$ cat src/rtl/bcd_9comp_decoder.sv
// bcd_9comp_decoder: digit-serial 9's-complement BCD decoder, LSD first; optional 10's complement via TENS_COMP_EN
module bcd_9comp_decoder #(
    parameter int DIGITS = 4
) (
    input  logic              clk,
    input  logic              rst_n,
    input  logic              in_valid,
    output logic              in_ready,
    input  logic [4*DIGITS-1:0] in_code,
    output logic              out_valid,
    input  logic              out_ready,
    output logic [4*DIGITS-1:0] out_bcd,
    output logic              out_err,
    output logic              busy
);
    localparam int W = 4 * DIGITS;
    localparam logic [1:0] IDLE = 2'd0;
    localparam logic [1:0] CONV = 2'd1;
    localparam logic [1:0] DONE = 2'd2;
    localparam logic [3:0] LAST = 4'(DIGITS - 1);

    logic [1:0]   state;
    logic [W-1:0] sr;
    logic [3:0]   cnt;
    logic [3:0]   c;
    logic [3:0]   d;
    logic         bad;

    assign c   = sr[3:0];
    assign bad = c > 4'd9;

`ifdef TENS_COMP_EN
    logic       carry;
    logic       carry_nxt;
    logic [3:0] s;

    // Decode the current digit with the running +1 carry; an illegal code kills the carry
    always_comb begin
        s         = 4'd9 - c + {3'b000, carry};
        d         = bad ? 4'hF : (s == 4'd10 ? 4'd0 : s);
        carry_nxt = !bad && s == 4'd10;
    end

    // Carry starts at 1 for each word and ripples one digit per cycle; the MSD carry-out is dropped
    always_ff @(posedge clk or negedge rst_n) begin
        if (!rst_n)
            carry <= 1'b0;
        else if (state == IDLE && in_valid)
            carry <= 1'b1;
        else if (state == CONV)
            carry <= carry_nxt;
    end
`else
    // Decode the current digit; an illegal code becomes F
    always_comb begin
        d = bad ? 4'hF : 4'd9 - c;
    end
`endif

    // Control FSM, input shift register and result shift-in from the top
    always_ff @(posedge clk or negedge rst_n) begin
        if (!rst_n) begin
            state   <= IDLE;
            sr      <= '0;
            cnt     <= '0;
            out_bcd <= '0;
            out_err <= 1'b0;
        end else begin
            case (state)
                IDLE: if (in_valid) begin
                    sr      <= in_code;
                    cnt     <= '0;
                    out_err <= 1'b0;
                    state   <= CONV;
                end
                CONV: begin
                    sr      <= sr >> 4;
                    out_bcd <= (out_bcd >> 4) | (W'(d) << (W - 4));
                    out_err <= out_err | bad;
                    cnt     <= cnt + 4'd1;
                    if (cnt == LAST) state <= DONE;
                end
                DONE: if (out_ready) state <= IDLE;
                default: state <= IDLE;
            endcase
        end
    end

    assign in_ready  = state == IDLE;
    assign out_valid = state == DONE;
    assign busy      = state != IDLE;
endmodule
$ cat config.mk
export PLATFORM = sky130hd
export DESIGN_NAME = bcd_9comp_decoder
export DESIGN_NICKNAME = d
export VERILOG_FILES = /design/src/rtl/bcd_9comp_decoder.sv
export SDC_FILE = /design/constraint.sdc
export NUM_CORES = 1
export LEC_CHECK = 0
export CORE_UTILIZATION = 45
export DETAILED_ROUTE_END_ITERATION = 8
export MAX_ROUTING_LAYER = met4
export PLACE_DENSITY_LB_ADDON = 0.3
export SETUP_SLACK_MARGIN = 0.5
export SLEW_MARGIN = 20
export SYNTH_ARGS = -nofsm -noshare
export SYNTH_HDL_FRONTEND = slang
export SYNTH_SLANG_ARGS = --single-unit
$ cat constraint.sdc
create_clock -name clk -period 1.8 [get_ports clk]
set_input_delay 0.27 -clock clk [delete_from_list [all_inputs] [get_ports clk]]
set_output_delay 0.27 -clock clk [all_outputs]
set_load 0.01 [all_outputs]
Figure 1. Metal 3 (run 1).
(6 px per um) Cells faint in the background.
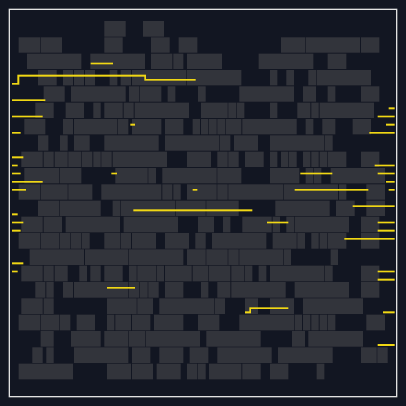
The longest straight run is 21.2 um. The wires run mostly horizontal. The layer carries 161 um of wire. The layer holds 3.8% of the routed length. 36 nets have wire on it.

Figure 2. Signal metal coverage by tile (run 1).
(6 px per um) 13 x 13 tiles, from dark purple (low) to yellow (high), scaled to the fullest tile. Values are wire area over tile area, all layers added.
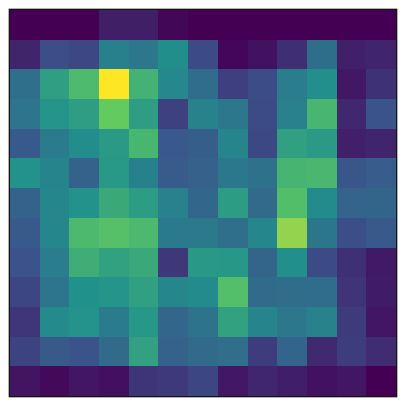
The mean over all tiles is 0.16. The densest ninth of the die: middle left. 23% of the tiles are over half the peak. 7.7% of the tiles are nearly empty.

Figure 3. Cell sizes after repair (run 1).
(4 px per um)
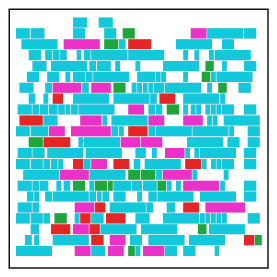
Key: red = drive 3 to 4 [cells 17, share 6.9%, most used buf_4]; magenta = drive 6 and up [cells 24, share 9.7%, most used buf_6]; green = drive 2 [cells 18, share 7.3%, most used nand2_2]; cyan = drive 1 or less [cells 189, share 76%, most used nand2_1]

## run 1: kinds of logic after synthesis
kind of cell               Yosys count
buffers and inverters               15
muxes                                1
and+or+nand+nor                     89
AOI/OAI and AO/OA                   45
adders and majority gates            2
DFF                                 39
## run 1: cells in the final DEF (no fill, tap or decap), types with 2 or more instances in the layout
master	count
o21ai_0	6
nand2_2	5
inv_1	3
a21oi_1	12
buf_8	3
and3b_1	10
clkbuf_16	2
a21oi_2	4
buf_4	6
nor2b_1	4
clkdlybuf4s50_1	17
buf_16	2
nand2_1	53
o21ai_2	2
o21ai_1	14
a21oi_4	2
nor2b_4	2
and3b_2	2
clkbuf_8	5
dlygate4sd2_1	17
ha_1	2
dfrtp_1	39
buf_2	2
a22o_1	2
nor2_4	3
buf_6	9
buf_12	3
## run 1: power by group
group          leakage, nW  total [mW]  switching, mW  internal (mW)
clock network       0.0371       0.527          0.269          0.258
registers            0.492        1.58          0.315           1.27
logic                0.766        2.66           1.21           1.46
## run 1: worst max-delay path by stage
| stage | cells after the start | endpoint |
|---|---|---|
| floorplan | 3 | in_ready |
| finish | 3 | in_ready |
| global placement | 3 | cnt[1]$_DFFE_PN0P_ |
| global route | 3 | in_ready |
| detailed placement | 4 | cnt[0]$_DFFE_PN0P_ |
| CTS | 3 | in_ready |
## run 1: final cells by class
cell class              instances  area share
clock buffers                   6      0.0273
inverters                       4     0.00565
multi-input cells             137       0.315
flip-flops and latches         39       0.367
well taps                      48      0.0226
repair buffers                 62       0.263
## run 1: repair_timing
item / CTS / global route
gates cloned: 2 / 3
pin swaps: 5 / 10
endpoints found under the setup margin: 57 / 31
hold endpoints to repair: 0 / 0
resized: 50 / 52
buffers inserted: 8 / 2
hold buffers: 0 / 0
## run 1: metal layers
metal / global-route usage / vias up / wire (um)
li1: - / 753 / -
met1: 0.263 / 733 / 1880
met2: 0.363 / 44 / 2160
met3: 0.0589 / 7 / 160
met4: 0.0500 / 0 / 63
met5: - / - / 0
## run 1: sequential cells by signal, summed over array words and instances, names as in the netlist
signal and cells:
cnt 4, out_bcd 16, out_err 1, sr 16, state 2
## run 1: synthesized netlist by cell type
library cell  instances
a22o_1                2
nand3_1               1
clkbuf_1              5
nand3b_1              1
a31oi_1               1
ha_1                  2
nor3_1                1
o21ai_0              22
mux2i_1               1
nor2b_1               7
nand4_1               1
a21oi_1              18
inv_1                 4
nand2_1              58
o21bai_1              1
dfrtp_1              39
or3b_1                1
buf_2                 6
or2_2                 1
o31ai_1               1
nand2b_1              1
nor2_1                4
and3b_1              12
nor3b_1               1
## run 1: per-stage QoR
step | area, um^2 | hold slack [ns] | utilization | total power [mW] | instances
2_1_floorplan | 1750 | -0.0256 | - | 2.52 | 191
3_3_place_gp | 2200 | 0.352 | 0.598 | 3.22 | 275
3_5_place_dp | 2200 | 0.354 | 0.598 | 3.27 | 275
4_1_cts | 2430 | 0.0529 | 0.659 | 4.12 | 291
5_1_grt | 2660 | 0.0840 | 0.721 | 5.10 | 296
6_report | 2660 | 0.0277 | 0.721 | 4.77 | 296
==> Implementation_results.wiki, run 1 <==
== Metrics ==
{| class="wikitable"
! Metric !! Value
|-
| Area of the multi-input gates || 837 um^2
|-
| Worst-case register-to-register setup slack || 0.45 ns
|-
| Area of the core region || 3690 um^2
|-
| Final setup margin || 0.402 ns
|-
| Crit-path max FO || 3
|-
| OpenROAD warning count || 28
|-
| Synth flops || 39
|-
| Warnings from Yosys || 0
|-
| Proportion of layout cells with a drive suffix above 1 || 0.238
|-
| Fraction of the mapped netlist area in adder cells || 0.0143
|-
| Worst endpoint required time || 1.53 ns
|-
| Category of the critical setup timing path || register to output port
|-
| Max Freq || 716 MHz
|-
| Class of the most critical hold timing path || input port to asynchronous set/reset pin
|-
| Buffers and inverters on the worst path || 2
|-
| Tot GR Track Use || 0.218
|-
| Outcome || completed
|-
| Final wirelength || 4260 um
|-
| Post-synthesis chip area from yosys || 1750 um^2
|-
| Post-Synthesis Mean Instance Area || 9.15 um^2
|-
| DRC violations left || 0
|-
| Capturing element type of the critical path || output port
|-
| Final weighted congestion in routability-driven placement || 0.759
|-
| Largest incremental delay on the critical path || 0.42 ns
|-
| Number of antenna violations at the first check in global routing || 0
|-
| Clock latency on the worst-skew pair || 0.28 ns
|-
| Filler Cell Count || 290
|-
| Die extent in x || 64.3 um
|-
| Post-detailed-route wirelength per cell || 14.4 um
|-
| Portion of the clock cycle consumed by the worst path in the final layout || 0.776
|-
| First-pass iteration count of the detailed router || 4
|-
| Wire length of the first global-routing pass || 6630 um
|-
| Dominant cell area share || 0.558
|-
| Crit-path cells || or2_4, inv_2, buf_6
|-
| Share of the yosys chip area belonging to registers || 0.558
|-
| Total setup violations reported at the end of the flow || 0
|-
| Total Die Area || 4140 um^2
|-
| Post-synth area hogs || dfrtp_1 56%, nand2_1 12%, o21ai_0 6.3%, and3b_1 6.0%, a21oi_1 5.2%
|-
| RSZ-0062 raised after global routing || yes
|-
| Endpoint arrival time on the critical path || 1.13 ns
|-
| Area fraction in mux cells || 0.00573
|-
| Tally of nets with antenna violations remaining after routing || 0
|-
| Launching element of the worst setup path || state[0]$_DFFE_PN0P_
|-
| CTS tree || done
|-
| NumNets Final || 271
|-
| Number of cell instances after yosys synthesis || 191
|-
| Global-route congestion overflow total || 0
|-
| Max H-tree Level || 2
|-
| Peak supply drop || 850 uV
|-
| Compound-cell area share of the yosys netlist || 0.137
|-
| Number of top-level design ports || 40
|-
| Worst reg2reg startpoint || state[0]$_DFFE_PN0P_
|-
| Slew margin rel. || 0.670
|-
| Setup slack at placement || 0.00937 ns
|-
| Sink count of the clock tree || 39
|-
| Maximum root-to-sink buffer count || 2
|-
| Number of antenna diodes || 0
|-
| Clock root cell || clkbuf_8
|-
| Synthesized instance count || 191
|-
| Vias in the first global route || 1433
|-
| Final Hold Violating Endpoints || 0
|-
| Max-capacitance violation count || 0
|-
| Accumulated negative setup slack || 0 ns
|-
| Power density over the cells || 1800 nW/um^2
|-
| Count of buffers inserted at the top-level ports || 39
|-
| Main logic family after synthesis || simple AND/OR/NAND/NOR gates
|-
| Area overhead of the layout relative to synthesis || 52.1%
|-
| Core utilization at floorplan || 0.474
|-
| Net Count, Synth || 213
|-
| Number of pins with negative max-slew slack in the final report || 0
|-
| Worst-case clock skew || 0.00418 ns
|-
| Cell Area, Synth || 1750 um^2
|-
| XOR/XNOR share of the synthesized area || 0
|-
| Number of cells on the worst reg-to-reg path || 5
|-
| Yosys simple share || 0.248
|-
| Vias || 1537
|}
==> run 1 -> run 2 <==
==> constraint.sdc (replaced) <==
create_clock -name clk -period 1.3 [get_ports clk]
set_input_delay 0.195 -clock clk [delete_from_list [all_inputs] [get_ports clk]]
set_output_delay 0.195 -clock clk [all_outputs]
set_load 0.01 [all_outputs]
Figure 4. Metal 3 (run 2).
(6 px per um) Cells faint in the background.
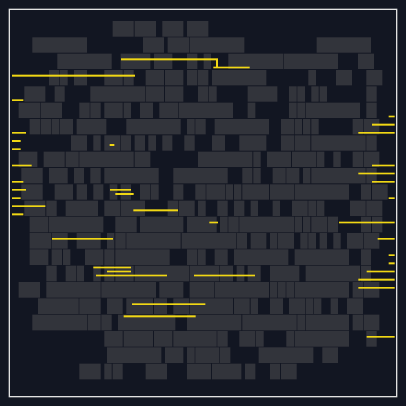
33 nets have wire on it. The wires run mostly horizontal. The layer holds 5.0% of the routed length. The layer carries 199 um of wire. The longest straight run is 20.2 um.

==> Implementation_results.wiki, run 2 <==
== Metrics ==
{| class="wikitable"
! Metric !! Value
|-
| Outcome || finished, violations left (was completed)
|-
| Violated checks || negative hold slack, negative setup slack
|-
| Number of cell instances after yosys synthesis || 191 (unchanged)
|-
| Post-synthesis chip area from yosys || 1750 um^2 (unchanged)
|-
| Post-route worst hold slack || -0.207 ns (was 0.0277 ns)
|-
| Startpoint class of the critical path || register (unchanged)
|-
| Post-Synthesis Mean Instance Area || 9.15 um^2 (unchanged)
|-
| Setup slack at placement || -0.328 ns (was 0.00937 ns)
|-
| Sink count of the clock tree || 39 (unchanged)
|-
| Endpoint arrival time on the critical path || 1.49 ns (was 1.13 ns)
|-
| Class of the most critical hold timing path || input port to asynchronous set/reset pin (unchanged)
|-
| Vias || 1574 (was 1537)
|-
| Peak supply drop || 1290 uV (was 850 uV)
|-
| Fraction of the mapped netlist area in adder cells || 0.0143 (unchanged)
|-
| Compound-cell area share of the yosys netlist || 0.137 (unchanged)
|-
| Max H-tree Level || 2 (unchanged)
|-
| Slew margin rel. || 0.759 (was 0.670)
|-
| Clock latency on the worst-skew pair || 0.29 ns (was 0.28 ns)
|-
| Post-route total power || 6.27 mW (was 4.77 mW)
|-
| Static leakage || 1.32 nW (was 1.30 nW)
|-
| Leading area contributor after synthesis || dfrtp_1 (unchanged)
|-
| Die extent in x || 64.3 um (unchanged)
|-
| Flip-flop cell with the highest count after synthesis || dfrtp_1 (unchanged)
|-
| RSZ-0062 raised after global routing || yes (unchanged)
|-
| XOR/XNOR share of the synthesized area || 0 (unchanged)
|-
| Power density over the cells || 2410 nW/um^2 (was 1800 nW/um^2)
|-
| Category of the critical setup timing path || register to register (was register to output port)
|-
| Post-synth area hogs || dfrtp_1 56%, nand2_1 12%, o21ai_0 6.3%, and3b_1 6.0%, a21oi_1 5.2% (unchanged)
|-
| CTS tree || done (unchanged)
|-
| Measured slew at the worst slew-check pin || 0.358 ns (was 0.495 ns)
|-
| Vias in the first global route || 1486 (was 1433)
|-
| Biggest regs || out_bcd (16), sr (16), cnt (4) (unchanged)
|-
| Warnings from Yosys || 0 (unchanged)
|-
| List of most frequent post-synthesis cells || 58 x nand2_1, 39 x dfrtp_1, 22 x o21ai_0 (unchanged)
|-
| Number of antenna diodes || 0 (unchanged)
|-
| OpenROAD warning count || 31 (was 28)
|-
| Max-capacitance violation count || 0 (unchanged)
|-
| Tot GR Track Use || 0.221 (was 0.218)
|-
| Post-route design area || 2600 um^2 (was 2660 um^2)
|-
| Dominant cell area share || 0.558 (unchanged)
|-
| Area fraction in mux cells || 0.00573 (unchanged)
|-
| Area of the core region || 3690 um^2 (unchanged)
|-
| Worst-case clock skew || 0.00172 ns (was 0.00418 ns)
|-
| Net Count, Synth || 213 (unchanged)
|-
| Synthesized instance count || 191 (unchanged)
|-
| Final wirelength || 3990 um (was 4260 um)
|-
| Area overhead of the layout relative to synthesis || 48.7% (was 52.1%)
|-
| Final setup margin || -0.0172 ns (was 0.402 ns)
|-
| Clock root cell || clkbuf_8 (unchanged)
|-
| NumNets Final || 288 (was 271)
|-
| Proportion of layout cells with a drive suffix above 1 || 0.333 (was 0.238)
|-
| Worst-case register-to-register setup slack || -0.02 ns (was 0.45 ns)
|-
| Total Die Area || 4140 um^2 (unchanged)
|-
| Crit-path max FO || 4 (was 3)
|-
| Final Hold Violating Endpoints || 13 (was 0)
|-
| Tally of nets with antenna violations remaining after routing || 0 (unchanged)
|-
| Accumulated negative setup slack || -0.0235 ns (was 0 ns)
|-
| FF-to-FF End || out_err$_DFFE_PN0P_ (unchanged)
|-
| Number of distinct library cells after synthesis || 24 (unchanged)
|-
| Routed via count divided by cell count || 5.00 (was 5.19)
|-
| Maximum root-to-sink buffer count || 2 (unchanged)
|-
| Filler Cell Count || 289 (was 290)
|-
| Core utilization at floorplan || 0.474 (unchanged)
|-
| First-pass iteration count of the detailed router || 4 (unchanged)
|-
| Leading cell types in the layout, fill and taps excluded || 49 x nand2_1, 38 x dfrtp_1, 29 x buf_4, 19 x buf_2 (was 53 x nand2_1, 39 x dfrtp_1, 17 x clkdlybuf4s50_1, 17 x dlygate4sd2_1, 14 x o21ai_1)
|-
| Worst reg2reg startpoint || state[1]$_DFFE_PN0P_ (was state[0]$_DFFE_PN0P_)
|-
| Main logic family after synthesis || simple AND/OR/NAND/NOR gates (unchanged)
|-
| Portion of the clock cycle consumed by the worst path in the final layout || 1.01
|-
| Count of buffers inserted at the top-level ports || 39 (unchanged)
|-
| Cell Area, Synth || 1750 um^2 (unchanged)
|-
| Count of library flops with an enable pin || 0 (unchanged)
|-
| Capturing element type of the critical path || register (was output port)
|-
| Synth flops || 39 (unchanged)
|-
| Number of antenna violations at the first check in global routing || 0 (unchanged)
|-
| Share of the yosys chip area belonging to registers || 0.558 (unchanged)
|-
| Worst endpoint required time || 1.47 ns (was 1.53 ns)
|-
| Wire length of the first global-routing pass || 6630 um (unchanged)
|-
| Number of top-level design ports || 40 (unchanged)
|-
| Async set or reset register ratio after synthesis || 1.00 (unchanged)
|-
| Total setup violations reported at the end of the flow || 3 (was 0)
|-
| Std-Cell Rows || 22 (unchanged)
|-
| Total placed instance area || 2260 um^2 (was 2200 um^2)
|-
| Final weighted congestion in routability-driven placement || 0.760 (was 0.759)
|-
| Post-detailed-route wirelength per cell || 12.7 um (was 14.4 um)
|-
| Commonest non-fill, non-tap cell in the layout || nand2_1 (unchanged)
|-
| Number of cells on the worst reg-to-reg path || 5 (unchanged)
|-
| Floorplan die height || 64.3 um (unchanged)
|-
| Yosys simple share || 0.248 (unchanged)
|-
| Global-route congestion overflow total || 0 (unchanged)
|-
| Number of pins with negative max-slew slack in the final report || 0 (unchanged)
|-
| DRC violations left || 0 (unchanged)
|-
| Max Freq || 759 MHz
|-
| Most common cell in the synthesized netlist || nand2_1 (unchanged)
|-
| Pin count of the biggest net entering global routing || 27 (was 40)
|}
-- run 2: kinds of logic after synthesis --
kind of cell	Yosys count
and+or+nand+nor	89
AOI/OAI and AO/OA	45
DFF	39
buffers and inverters	15
adders and majority gates	2
muxes	1
-- run 2: area by class of cell --
cell class	instances	area (um^2)	area share
inverters	4	15.0	0.00577
repair buffers	78	666	0.256
flip-flops and latches	39	977	0.376
clock buffers	7	76.3	0.0294
multi-input cells	138	801	0.308
clock inverters	1	5.00	0.00192
well taps	48	60.1	0.0231
-- run 2: per-layer routing --
| metal | wire length (um) | track usage |
|---|---|---|
| met1 | 1710 | 0.264 |
| met2 | 2000 | 0.346 |
| met3 | 198 | 0.0625 |
| met4 | 79 | 0.100 |
| met5 | 0 | - |
-- run 2: repair_timing --
| action | CTS | global route |
|---|---|---|
| pin swaps | 9 | 5 |
| endpoints found under the hold margin | 13 | 13 |
| endpoints found under the setup margin | 59 | 59 |
| gates cloned | 2 | 0 |
| gates resized | 109 | 16 |
| buffers inserted | 18 | 10 |
-- run 2: per-stage QoR --
step | instances | util
floorplan | 191 | -
global placement | 277 | 0.613
detailed placement | 277 | 0.613
CTS | 305 | 0.675
global route | 315 | 0.705
finish | 315 | 0.705
-- run 2: power by group --
part | total [mW] | leakage, nW | internal, mW | switching (mW)
Combinational | 3.38 | 0.782 | 1.79 | 1.59
Sequential | 2.10 | 0.492 | 1.76 | 0.342
Clock | 0.789 | 0.0422 | 0.376 | 0.413
Total | 6.27 | 1.32 | 3.93 | 2.34
-- run 2: worst max-delay path by stage --
stage                    startpoint                   to  depth (start not counted)
6_report       state[1]$_DFFE_PN0P_  out_err$_DFFE_PN0P_                          5
5_1_grt        state[1]$_DFFE_PN0P_  out_err$_DFFE_PN0P_                          5
4_1_cts        state[1]$_DFFE_PN0P_   cnt[3]$_DFFE_PN0P_                          5
3_5_place_dp               in_valid   sr[12]$_DFFE_PN0P_                          5
3_3_place_gp               in_valid   sr[15]$_DFFE_PN0P_                          5
2_1_floorplan  state[0]$_DFFE_PN0P_   cnt[3]$_DFFE_PN0P_                          3
-- run 2: critical path: stages (launching register included) --
cell and delay, ns:
dfrtp_1 0.40, buf_6 0.13, buf_12 0.11, or3b_4 0.41, nand2_2 0.08, o21ai_1 0.06
==> run 2 -> run 3 <==
==> constraint.sdc (replaced) <==
create_clock -name clk -period 1.25 [get_ports clk]
set_input_delay 0.1875 -clock clk [delete_from_list [all_inputs] [get_ports clk]]
set_output_delay 0.1875 -clock clk [all_outputs]
set_load 0.01 [all_outputs]
Figure 5. Placement by cell class (run 3).
(8 px per um)
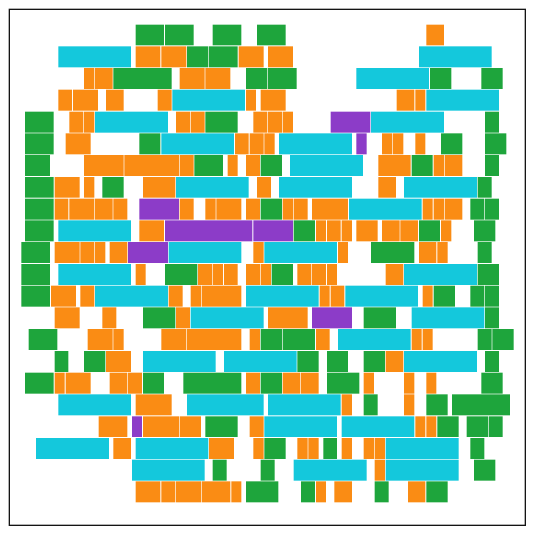
Key: purple = clock drivers and dummy loads [cells 8]; cyan = flip-flops [cells 39]; orange = all other logic [cells 142]; green = other buffers and delay cells [cells 82]

==> Implementation_results.wiki, run 3 <==
== Metrics ==
{| class="wikitable"
! Metric !! Value
|-
| Power density over the cells || 2570 nW/um^2 (was 2410 nW/um^2)
|-
| Final weighted congestion in routability-driven placement || 0.867 (was 0.760)
|-
| Floorplan die height || 64.3 um (unchanged)
|-
| Max Freq || 761 MHz
|-
| Biggest regs || out_bcd (16), sr (16), cnt (4) (unchanged)
|-
| OpenROAD warning count || 31 (unchanged)
|-
| Leading area contributor after synthesis || dfrtp_1 (unchanged)
|-
| HPWL reported at the end of detailed placement || 2530 um (was 2500 um)
|-
| Endpoint arrival time on the critical path || 1.13 ns (was 1.49 ns)
|-
| Worst reg2reg startpoint || state[1]$_DFFE_PN0P_ (unchanged)
|-
| Startpoint class of the critical path || register (unchanged)
|-
| Proportion of layout cells with a drive suffix above 1 || 0.384 (was 0.333)
|-
| DRC violations left || 0 (unchanged)
|-
| Worst endpoint required time || 1.06 ns (was 1.47 ns)
|-
| Violated checks || negative hold slack, negative setup slack (unchanged)
|-
| Worst-case clock skew || 0.0130 ns (was 0.00172 ns)
|-
| Synth flops || 39 (unchanged)
|-
| Sink count of the clock tree || 39 (unchanged)
|-
| Vias in the first global route || 1465 (was 1486)
|-
| Area of the core region || 3690 um^2 (unchanged)
|-
| Number of distinct library cells after synthesis || 24 (unchanged)
|-
| Portion of the clock cycle consumed by the worst path in the final layout || 1.05
|-
| Clock transition at the registers of the reported paths || 0.08 ns (was 0.07 ns)
|-
| Vias || 1616 (was 1574)
|-
| Placed Cells incl. Taps || 280 (was 277)
|-
| Category of the critical setup timing path || register to output port (was register to register)
|-
| Commonest non-fill, non-tap cell in the layout || nand2_1 (unchanged)
|-
| Final setup margin || -0.0633 ns (was -0.0172 ns)
|-
| Tally of nets with antenna violations remaining after routing || 0 (unchanged)
|-
| Drt first-iter violations || 78 (was 62)
|-
| Final wirelength || 4100 um (was 3990 um)
|-
| Post-Synthesis Mean Instance Area || 9.15 um^2 (unchanged)
|-
| Area of the multi-input gates || 847 um^2 (was 801 um^2)
|-
| Post-synthesis chip area from yosys || 1750 um^2 (unchanged)
|-
| CTS tree || done (unchanged)
|-
| Number of pins with negative max-slew slack in the final report || 0 (unchanged)
|-
| Async set or reset register ratio after synthesis || 1.00 (unchanged)
|-
| Number of cells on the worst reg-to-reg path || 4 (was 5)
|-
| Flip-flop cell with the highest count after synthesis || dfrtp_1 (unchanged)
|-
| Max-capacitance violation count || 0 (unchanged)
|-
| Pin count of the biggest net entering global routing || 27 (unchanged)
|-
| Post-route total power || 6.90 mW (was 6.27 mW)
|-
| Core utilization at floorplan || 0.474 (unchanged)
|-
| Cell Area, Synth || 1750 um^2 (unchanged)
|-
| Std-Cell Rows || 22 (unchanged)
|-
| Post-route worst hold slack || -0.205 ns (was -0.207 ns)
|-
| Net Count, Synth || 213 (unchanged)
|-
| Footprint of the flip-flops and latches || 977 um^2 (unchanged)
|-
| Number of CTS-inserted buffers || 5 (unchanged)
|-
| Die extent in x || 64.3 um (unchanged)
|-
| Dominant cell area share || 0.558 (unchanged)
|-
| Static leakage || 1.35 nW (was 1.32 nW)
|-
| Final min period || 1.31 ns
|-
| Measured slew at the worst slew-check pin || 0.412 ns (was 0.358 ns)
|-
| Warnings from Yosys || 0 (unchanged)
|-
| Synthesized instance count || 191 (unchanged)
|-
| Class of the most critical hold timing path || input port to asynchronous set/reset pin (unchanged)
|-
| Capturing element type of the critical path || output port (was register)
|-
| Share of the yosys chip area belonging to registers || 0.558 (unchanged)
|-
| Clock latency on the worst-skew pair || 0.29 ns (about the same)
|-
| Count of library flops with an enable pin || 0 (unchanged)
|-
| Number of top-level design ports || 40 (unchanged)
|-
| Launching element of the worst setup path || state[0]$_DFFE_PN0P_ (was state[1]$_DFFE_PN0P_)
|-
| Peak supply drop || 1300 uV (was 1290 uV)
|-
| Count of buffers inserted at the top-level ports || 39 (unchanged)
|-
| Post-detailed-route wirelength per cell || 12.8 um (was 12.7 um)
|-
| Filler Cell Count || 261 (was 289)
|-
| Max H-tree Level || 2 (unchanged)
|-
| RSZ-0062 raised after global routing || yes (unchanged)
|-
| List of most frequent post-synthesis cells || 58 x nand2_1, 39 x dfrtp_1, 22 x o21ai_0 (unchanged)
|-
| Total setup violations reported at the end of the flow || 9 (was 3)
|-
| Maximum root-to-sink buffer count || 2 (unchanged)
|-
| Clock root cell || clkbuf_8 (unchanged)
|-
| Post-synth area hogs || dfrtp_1 56%, nand2_1 12%, o21ai_0 6.3%, and3b_1 6.0%, a21oi_1 5.2% (unchanged)
|-
| Number of antenna violations at the first check in global routing || 0 (unchanged)
|-
| Area overhead of the layout relative to synthesis || 53.9% (was 48.7%)
|-
| Tot GR Track Use || 0.204 (was 0.221)
|-
| Number of cells in the finished layout apart from fillers || 319 (was 315)
|-
| Most common cell in the synthesized netlist || nand2_1 (unchanged)
|-
| Wire length of the first global-routing pass || 6380 um (was 6630 um)
|-
| Final Hold Violating Endpoints || 13 (unchanged)
|-
| Setup slack at placement || -0.204 ns (was -0.328 ns)
|-
| Number of cell instances after yosys synthesis || 191 (unchanged)
|-
| NumNets Final || 292 (was 288)
|-
| First-pass iteration count of the detailed router || 4 (unchanged)
|-
| Total Die Area || 4140 um^2 (unchanged)
|-
| Routed via count divided by cell count || 5.07 (was 5.00)
|-
| Outcome || finished, violations left (unchanged)
|-
| Global-route congestion overflow total || 0 (unchanged)
|-
| Slew margin rel. || 0.722 (was 0.759)
|-
| Crit-path max FO || 4 (unchanged)
|-
| Number of antenna diodes || 0 (unchanged)
|-
| Leading cell types in the layout, fill and taps excluded || 45 x nand2_1, 38 x dfrtp_1, 32 x buf_4, 20 x buf_2, 17 x clkdlybuf4s50_1 (was 49 x nand2_1, 38 x dfrtp_1, 29 x buf_4, 19 x buf_2)
|}
-- run 3: kinds of logic after synthesis --
| logic type | after synthesis | share of synthesized area |
|---|---|---|
| and+or+nand+nor | 89 | 0.248 |
| AOI/OAI and AO/OA | 45 | 0.137 |
| DFF | 39 | 0.558 |
| buffers and inverters | 15 | 0.0365 |
| adders and majority gates | 2 | 0.0143 |
| muxes | 1 | 0.00573 |
-- run 3: path summary, 6_finish.rpt --
| path | endpoint | slack, ns |
|---|---|---|
| min in group clk | out_bcd[12]$_DFFE_PN0N_ | 0.47 |
| setup reg to reg | out_err$_DFFE_PN0P_ | -0.05 |
| hold / removal | sr[0]$_DFFE_PN0P_ | -0.20 |
| setup / recovery | busy | -0.06 |
| max in group asynchronous | sr[9]$_DFFE_PN0P_ | 0.99 |
| hold reg to reg | out_bcd[12]$_DFFE_PN0N_ | 0.47 |
-- run 3: area by class of cell --
class	instances	area share
flip-flops and latches	39	0.363
multi-input cells	138	0.315
repair buffers	82	0.254
clock buffers	7	0.0284
well taps	48	0.0223
clock inverters	1	0.0112
inverters	4	0.00558
-- run 3: layer usage --
layer,global-route usage,vias up,wire (um)
met2,0.329,54,2040
met5,-,-,0
met1,0.256,755,1810
met3,0.0375,10,159
met4,0.0722,0,86
li1,-,797,-
-- run 3: timing repair --
item                                    4_1_cts  5_1_grt
endpoints found under the hold margin        13       13
cloned                                        1        0
endpoints found under the setup margin       59       59
setup buffers                                15       15
gates resized                                94       47
pin swaps                                     2        7
-- run 3: worst max-delay path: stages, from the launching register on --
cell and delay [ns]:
dfrtp_2 0.45, or2_4 0.24, buf_2 0.14
-- run 3: where the power goes --
part	internal (mW)	switching, mW	total (mW)
logic	1.95	1.74	3.69
clock network	0.597	0.407	1.00
registers	1.83	0.382	2.21
total	4.37	2.53	6.90
-- run 3: metrics by stage --
step | setup TNS [ns] | utilization | instance area, um^2
detailed placement | -5.18 | 0.615 | 2270
global route | -0.909 | 0.729 | 2690
finish | -0.296 | 0.729 | 2690
global placement | -4.68 | 0.615 | 2270
CTS | -0.500 | 0.665 | 2450
floorplan | 0 | - | 1810
No activity file was given, so power comes from the tool's default toggle rates.
